==> config.mk <==
export PLATFORM = sky130hd
export DESIGN_NAME = fc_layer_param
export DESIGN_NICKNAME = d
export VERILOG_FILES = /design/src/rtl/fc_layer_param.sv
export SDC_FILE = /design/constraint.sdc
export NUM_CORES = 2
export LEC_CHECK = 0
export ABC_AREA = 1
export CORE_MARGIN = 2
export CORE_UTILIZATION = 30
export CTS_BUF_LIST = sky130_fd_sc_hd__clkbuf_4 sky130_fd_sc_hd__clkbuf_8
export DETAILED_ROUTE_END_ITERATION = 12
export GPL_TIMING_DRIVEN = 0
export PLACE_DENSITY = 0.52
export SLEW_MARGIN = 20
export SYNTH_ARGS = -nofsm -noshare
export SYNTH_HDL_FRONTEND = slang
export SYNTH_SLANG_ARGS = --single-unit
==> constraint.sdc <==
create_clock -name clk -period 10.2 [get_ports clk]
set_input_delay 2.04 -clock clk [delete_from_list [all_inputs] [get_ports clk]]
set_output_delay 2.04 -clock clk [all_outputs]
set_load 0.01 [all_outputs]
==> src/rtl/fc_layer_param.sv <==
// Parametrised fully-connected layer: y[i] = act(b[i] + sum_j W[i*N+j]*x[j]).
// Ping-pong input banks feed a single MAC; weights and biases come from external synchronous ROMs.
module fc_layer_param #(
  parameter int M    = 8,
  parameter int N    = 8,
  parameter int T    = 20,
  parameter int RELU = 1,
  parameter int SAT  = 1,
  parameter int WA   = $clog2(M*N),
  parameter int BA   = (M > 1) ? $clog2(M) : 1
) (
  input  logic                clk,
  input  logic                reset,
  input  logic                s_valid,
  output logic                s_ready,
  input  logic signed [T-1:0] data_in,
  output logic                m_valid,
  input  logic                m_ready,
  output logic signed [T-1:0] data_out,
  output logic [WA-1:0]       w_addr,
  input  logic signed [T-1:0] w_data,
  output logic [BA-1:0]       b_addr,
  input  logic signed [T-1:0] b_data
);
  localparam int JW   = $clog2(N);
  localparam int ACCW = 2*T + $clog2(N) + 1;

  typedef enum logic [1:0] {C_IDLE, C_MAC, C_DRAIN, C_OUT} cstate_t;

  // loader state
  logic [1:0]    full_q, full_d;
  logic          load_bank_q, load_bank_d;
  logic [JW-1:0] beat_q, beat_d;
  logic          s_ready_q, s_ready_d;
  logic          rst_done_q;
  logic          accept, load_done, release_bank;

  // compute state
  cstate_t       state_q, state_d;
  logic          cbank_q, cbank_d;
  logic [BA-1:0] row_q, row_d;
  logic [JW-1:0] col_q, col_d;
  logic [WA-1:0] waddr_q, waddr_d;
  logic [1:0]    avail;
  logic          out_load;

  // datapath
  logic signed [T-1:0]    buf_mem [2][N];
  logic signed [T-1:0]    x_rd_q, bias_q;
  logic signed [2*T-1:0]  prod_q;
  logic signed [ACCW-1:0] acc_q;
  logic                   s1_v_q, s1_first_q, s2_v_q, s2_first_q;
  logic signed [T-1:0]    res;
  logic                   out_valid_q;
  logic signed [T-1:0]    out_data_q;

  assign accept    = s_valid && s_ready_q;
  assign load_done = accept && (beat_q == JW'(N-1));

  always_comb begin
    full_d      = full_q;
    load_bank_d = load_bank_q;
    beat_d      = beat_q;
    if (release_bank) full_d[cbank_q] = 1'b0;
    if (accept) begin
      if (load_done) begin
        beat_d              = '0;
        full_d[load_bank_q] = 1'b1;
        load_bank_d         = ~load_bank_q;
      end else begin
        beat_d = beat_q + 1'b1;
      end
    end
    s_ready_d = rst_done_q && !full_d[load_bank_d];
  end

  // A bank counts as available in the very cycle its last beat is accepted,
  // which saves the idle cycle on the first-result latency.
  for (genvar gi = 0; gi < 2; gi++) begin : g_avail
    assign avail[gi] = full_q[gi] || (load_done && (load_bank_q == 1'(gi)));
  end

  always_comb begin
    state_d      = state_q;
    cbank_d      = cbank_q;
    row_d        = row_q;
    col_d        = col_q;
    waddr_d      = waddr_q;
    release_bank = 1'b0;
    out_load     = 1'b0;
    case (state_q)
      C_IDLE: begin
        if (avail[cbank_q]) begin
          state_d = C_MAC;
          row_d   = '0;
          col_d   = '0;
          waddr_d = '0;
        end
      end
      C_MAC: begin
        if (col_q == JW'(N-1)) begin
          col_d   = '0;
          state_d = C_DRAIN;
        end else begin
          col_d   = col_q + 1'b1;
          waddr_d = waddr_q + 1'b1;
        end
      end
      C_DRAIN: begin
        if (col_q != '0) begin
          col_d   = '0;
          state_d = C_OUT;
        end else begin
          col_d = JW'(1);
        end
      end
      C_OUT: begin
        if (!out_valid_q || m_ready) begin
          out_load = 1'b1;
          if (row_q != BA'(M-1)) begin
            row_d   = row_q + 1'b1;
            waddr_d = waddr_q + 1'b1;
            state_d = C_MAC;
          end else begin
            release_bank = 1'b1;
            cbank_d      = ~cbank_q;
            row_d        = '0;
            waddr_d      = '0;
            state_d      = avail[~cbank_q] ? C_MAC : C_IDLE;
          end
        end
      end
      default: state_d = C_IDLE;
    endcase
  end

  always_ff @(posedge clk) begin
    if (reset) begin
      full_q      <= '0;
      load_bank_q <= 1'b0;
      beat_q      <= '0;
      s_ready_q   <= 1'b0;
      rst_done_q  <= 1'b0;
      state_q     <= C_IDLE;
      cbank_q     <= 1'b0;
      row_q       <= '0;
      col_q       <= '0;
      waddr_q     <= '0;
    end else begin
      full_q      <= full_d;
      load_bank_q <= load_bank_d;
      beat_q      <= beat_d;
      s_ready_q   <= s_ready_d;
      rst_done_q  <= 1'b1;
      state_q     <= state_d;
      cbank_q     <= cbank_d;
      row_q       <= row_d;
      col_q       <= col_d;
      waddr_q     <= waddr_d;
    end
  end

  // input banks: plain RAM with registered read
  always_ff @(posedge clk) begin
    if (accept) buf_mem[load_bank_q][beat_q] <= data_in;
    x_rd_q <= buf_mem[cbank_q][col_q];
  end

  // stage1: ROM data + x valid; stage2: registered product valid
  always_ff @(posedge clk) begin
    if (reset) begin
      s1_v_q     <= 1'b0;
      s1_first_q <= 1'b0;
      s2_v_q     <= 1'b0;
      s2_first_q <= 1'b0;
      prod_q     <= '0;
      bias_q     <= '0;
      acc_q      <= '0;
    end else begin
      s1_v_q     <= (state_q == C_MAC);
      s1_first_q <= (state_q == C_MAC) && (col_q == '0);
      s2_v_q     <= s1_v_q;
      s2_first_q <= s1_first_q;
      if (s1_v_q) prod_q <= w_data * x_rd_q;
      if (s1_first_q) bias_q <= b_data;
      if (s2_v_q) begin
        if (s2_first_q)
          acc_q <= {{(ACCW-T){bias_q[T-1]}}, bias_q} + {{(ACCW-2*T){prod_q[2*T-1]}}, prod_q};
        else
          acc_q <= acc_q + {{(ACCW-2*T){prod_q[2*T-1]}}, prod_q};
      end
    end
  end

  // in range iff bits [ACCW-1:T-1] are all equal
  always_comb begin
    res = acc_q[T-1:0];
    if (SAT != 0) begin
      if (!acc_q[ACCW-1] && (acc_q[ACCW-2:T-1] != '0))
        res = {1'b0, {(T-1){1'b1}}};
      else if (acc_q[ACCW-1] && (acc_q[ACCW-2:T-1] != '1))
        res = {1'b1, {(T-1){1'b0}}};
    end
    if ((RELU != 0) && res[T-1]) res = '0;
  end

  always_ff @(posedge clk) begin
    if (reset) begin
      out_valid_q <= 1'b0;
      out_data_q  <= '0;
    end else if (out_load) begin
      out_valid_q <= 1'b1;
      out_data_q  <= res;
    end else if (m_ready) begin
      out_valid_q <= 1'b0;
    end
  end

  assign s_ready  = s_ready_q;
  assign m_valid  = out_valid_q;
  assign data_out = out_data_q;
  assign w_addr   = waddr_q;
  assign b_addr   = row_q;

endmodule

Met1 routing:
(1 px per um)
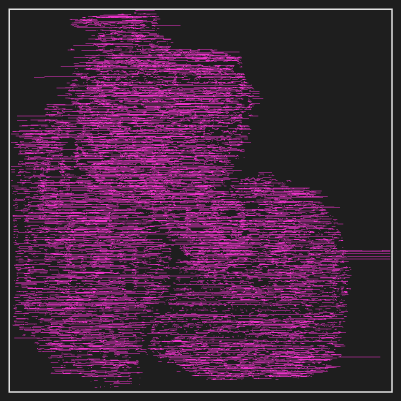
- main direction: horizontal
- share of all routed wire: 44%
- wire length on this layer: 65.1 mm
- longest straight run: 141 um
Vias: 35,570
Total Wirelength: 146,800 um
M1 GR Usage: 0.2756

Routing congestion:
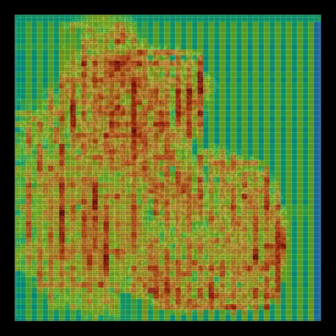
grt met3 use: 0.01969
Finished Core Util: 0.3395
gr usage total: 0.2023
GRT met2 Usage: 0.3425

Layout detail:
Region (83, 273) to (108, 298) um. Cells in grey, sequential cells in the stronger grey; small squares are vias.
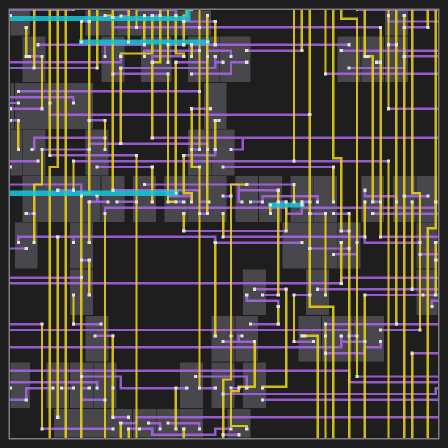
- yellow: M2
- purple: M1
- cyan: M3
- sequential cells in the window: 0
- most frequent: nand2_1 (23), inv_1 (13), nor2_1 (5)
- cells with their middle in the window: 56

-- cell usage in the layout (no fill, tap or decap), types with 11 or more instances in the layout --
master              n
nor3_1             11
o211ai_1           96
fa_1              422
o21ai_0           230
nor2_4             13
a31oi_1            12
dfxtp_1           172
clkbuf_4           28
buf_4              19
nand3b_1           22
edfxtp_1          320
o21bai_1           14
xor2_1             22
nand2_2            16
clkinv_1           13
nand3_1           217
clkdlybuf4s50_1    73
clkbuf_8           94
mux2i_1            80
nor3_2             11
nand4_1            40
clkbuf_1          137
buf_2              21
a21oi_1           259
nand2_1          1290
buf_1              12
inv_1            1223
ha_1              206
nor2_1            401
-- registers in the layout (all words and copies together) (netlist names), named ones only --
name and flops:
cbank_q 1, load_bank_q 1, state_q 2, data_out 19
buf_mem 320, s1_v_q 1, acc_q 44, prod_q 40
beat_q 3, s1_first_q 1, col_q 3, s_ready 1
m_valid 1, bias_q 20, s2_first_q 1, rst_done_q 1
b_addr 3, full_q 2, s2_v_q 1, x_rd_q 20
w_addr 6
-- layout make-up --
type / count / share of cell area
antenna: 2 / 0.0001042
clock buffer: 119 / 0.03046
inverter: 1235 / 0.09654
buffer: 186 / 0.01694
multi-input combinational: 3446 / 0.5055
timing repair buffer: 98 / 0.02262
clock inverter: 30 / 0.006723
tap: 1890 / 0.04925
sequential: 492 / 0.2718
-- cell families (layout without fill, tap and decap cells) --
group,after synthesis,count (layout),share of synthesized area
flip-flops,492,492,0.3059
other,1,3,0.00008788
buffers and inverters,1421,1668,0.1277
multiplexers,80,80,0.01877
AND-OR/OR-AND,649,649,0.08551
XOR/XNOR,32,32,0.006568
adder cells (fa/ha/maj),628,628,0.2584
AND/OR/NAND/NOR,2056,2056,0.1971
==> deck_impl_summary.md <==
Implementation Results

CTS
  • Late-Pin Clk Latency: 0.76 ns
  • CTS tree: yes
  • Clk sink count: 492
  • H-Tree Level Count: 3
  • Buffers inserted by post-CTS timing repair: 0
  • Root Driver: clkbuf_8
  • Clock slew at reported path FFs: 0.06 ns
  • TritonCTS buffer count: 82
  • Count of hold-fix buffers inserted at cts: 0

Timing
  • Setup ws final: between 1.5 and 2 ns
  • Setup TNS: 0 ns
  • Achievable Freq: 120.9 MHz
  • Worst-Margin Slew: 1.068 ns
  • Final hold slack: between 0.4 and 0.5 ns
  • Finish-stage setup viols: 0
  • Max Slew Vio Count: 0
  • Unrepaired setup endpoints after global routing: false
  • Rel. slew slack: 0.2868
  • Crit path time final: about 8.3 ns
  • Layout Skew: 0.05656 ns

Die
  • Rows: 138
  • Horiz. Die Dim: 381.1 um
  • Die H: 381.1 um
  • # IOs: 95
  • Fp_density: 0.3017
  • Core area: 0.1414 mm2

Cells and area
  • Layout cell share with drive strength beyond 1: 0.05102
  • Sequential cell area: 0.01305 mm2
  • Fin area: between 0.04 and 0.05 mm2
  • NumNets Final: 6,233
  • Non-Filler Instances: 7,498

Critical path
  • Worst path bufs/invs: 7
  • Critical Path Stages: 24
  • Top Family by Delay on Critical Path: adder cells
  • Critical Path End Type: register
  • CP arrival: 8.90 ns
  • Worst-path fanout max: 10
  • Crit-path max cell delay: 0.69 ns
  • CP Launch Type: input port
  • Crit path from: w_data[19]
  • Most used cell, CP: fa_1

Synth
  • EDFF count, synth: around 320
  • Dominant flop cell: edfxtp_1
  • Syn_area_per_cell: 7.962 um2
  • Mapped cell area: 0.04267 mm2
  • Share of the yosys chip area belonging to registers: 0.3059
  • Syn_nets: 6,051
  • Area leader share: 0.2252
  • Synth flops: 492
  • Post-Syn Instances: 5,359
  • Number of distinct library cells after synthesis: 55
  • Area leader, netlist: edfxtp_1
  • Number of cells in Yosys stat: 5,359
  • Most numerous cell in the Yosys netlist: nand2_1
  • Yosys chip area: 0.04267 mm2
  • Top post-synthesis cells by count: nand2_1, inv_1, fa_1, nor2_1, edfxtp_1
  • Syn. warnings: 0

Place
  • IO buf count: 73
  • Hpwl dp: approximately 120,000 um
  • Gp weighted congestion: between 0.9 and 1
  • DP Worst Slack: 1.192 ns
  • Placed inst area: roughly 0.046 mm2

Detailed routing
  • Wire length on met3: 8368 um
  • Met1 Wirelength: 65,130 um
  • TritonRoute pass-1 iters: 6
  • DRT iter0 DRCs: 2,973
  • Routed Antenna Nets: 0
  • DR WL met2: 69,750 um

Run status
  • Status: finished, final reports clean

Min path
  • WHS Path Cells: 2
  • Hold_sp: rst_done_q
  • Hold Path Sink: s_ready
  • HP Class: register to register

GRT
  • Largest net degree at the start of global routing: 23
  • First-pass GRT wire length: 221,800 um
  • Overflow left after global routing: 0
  • Number of global-route vias before repair: roughly 36,000

Run
  • Log Warnings: 33
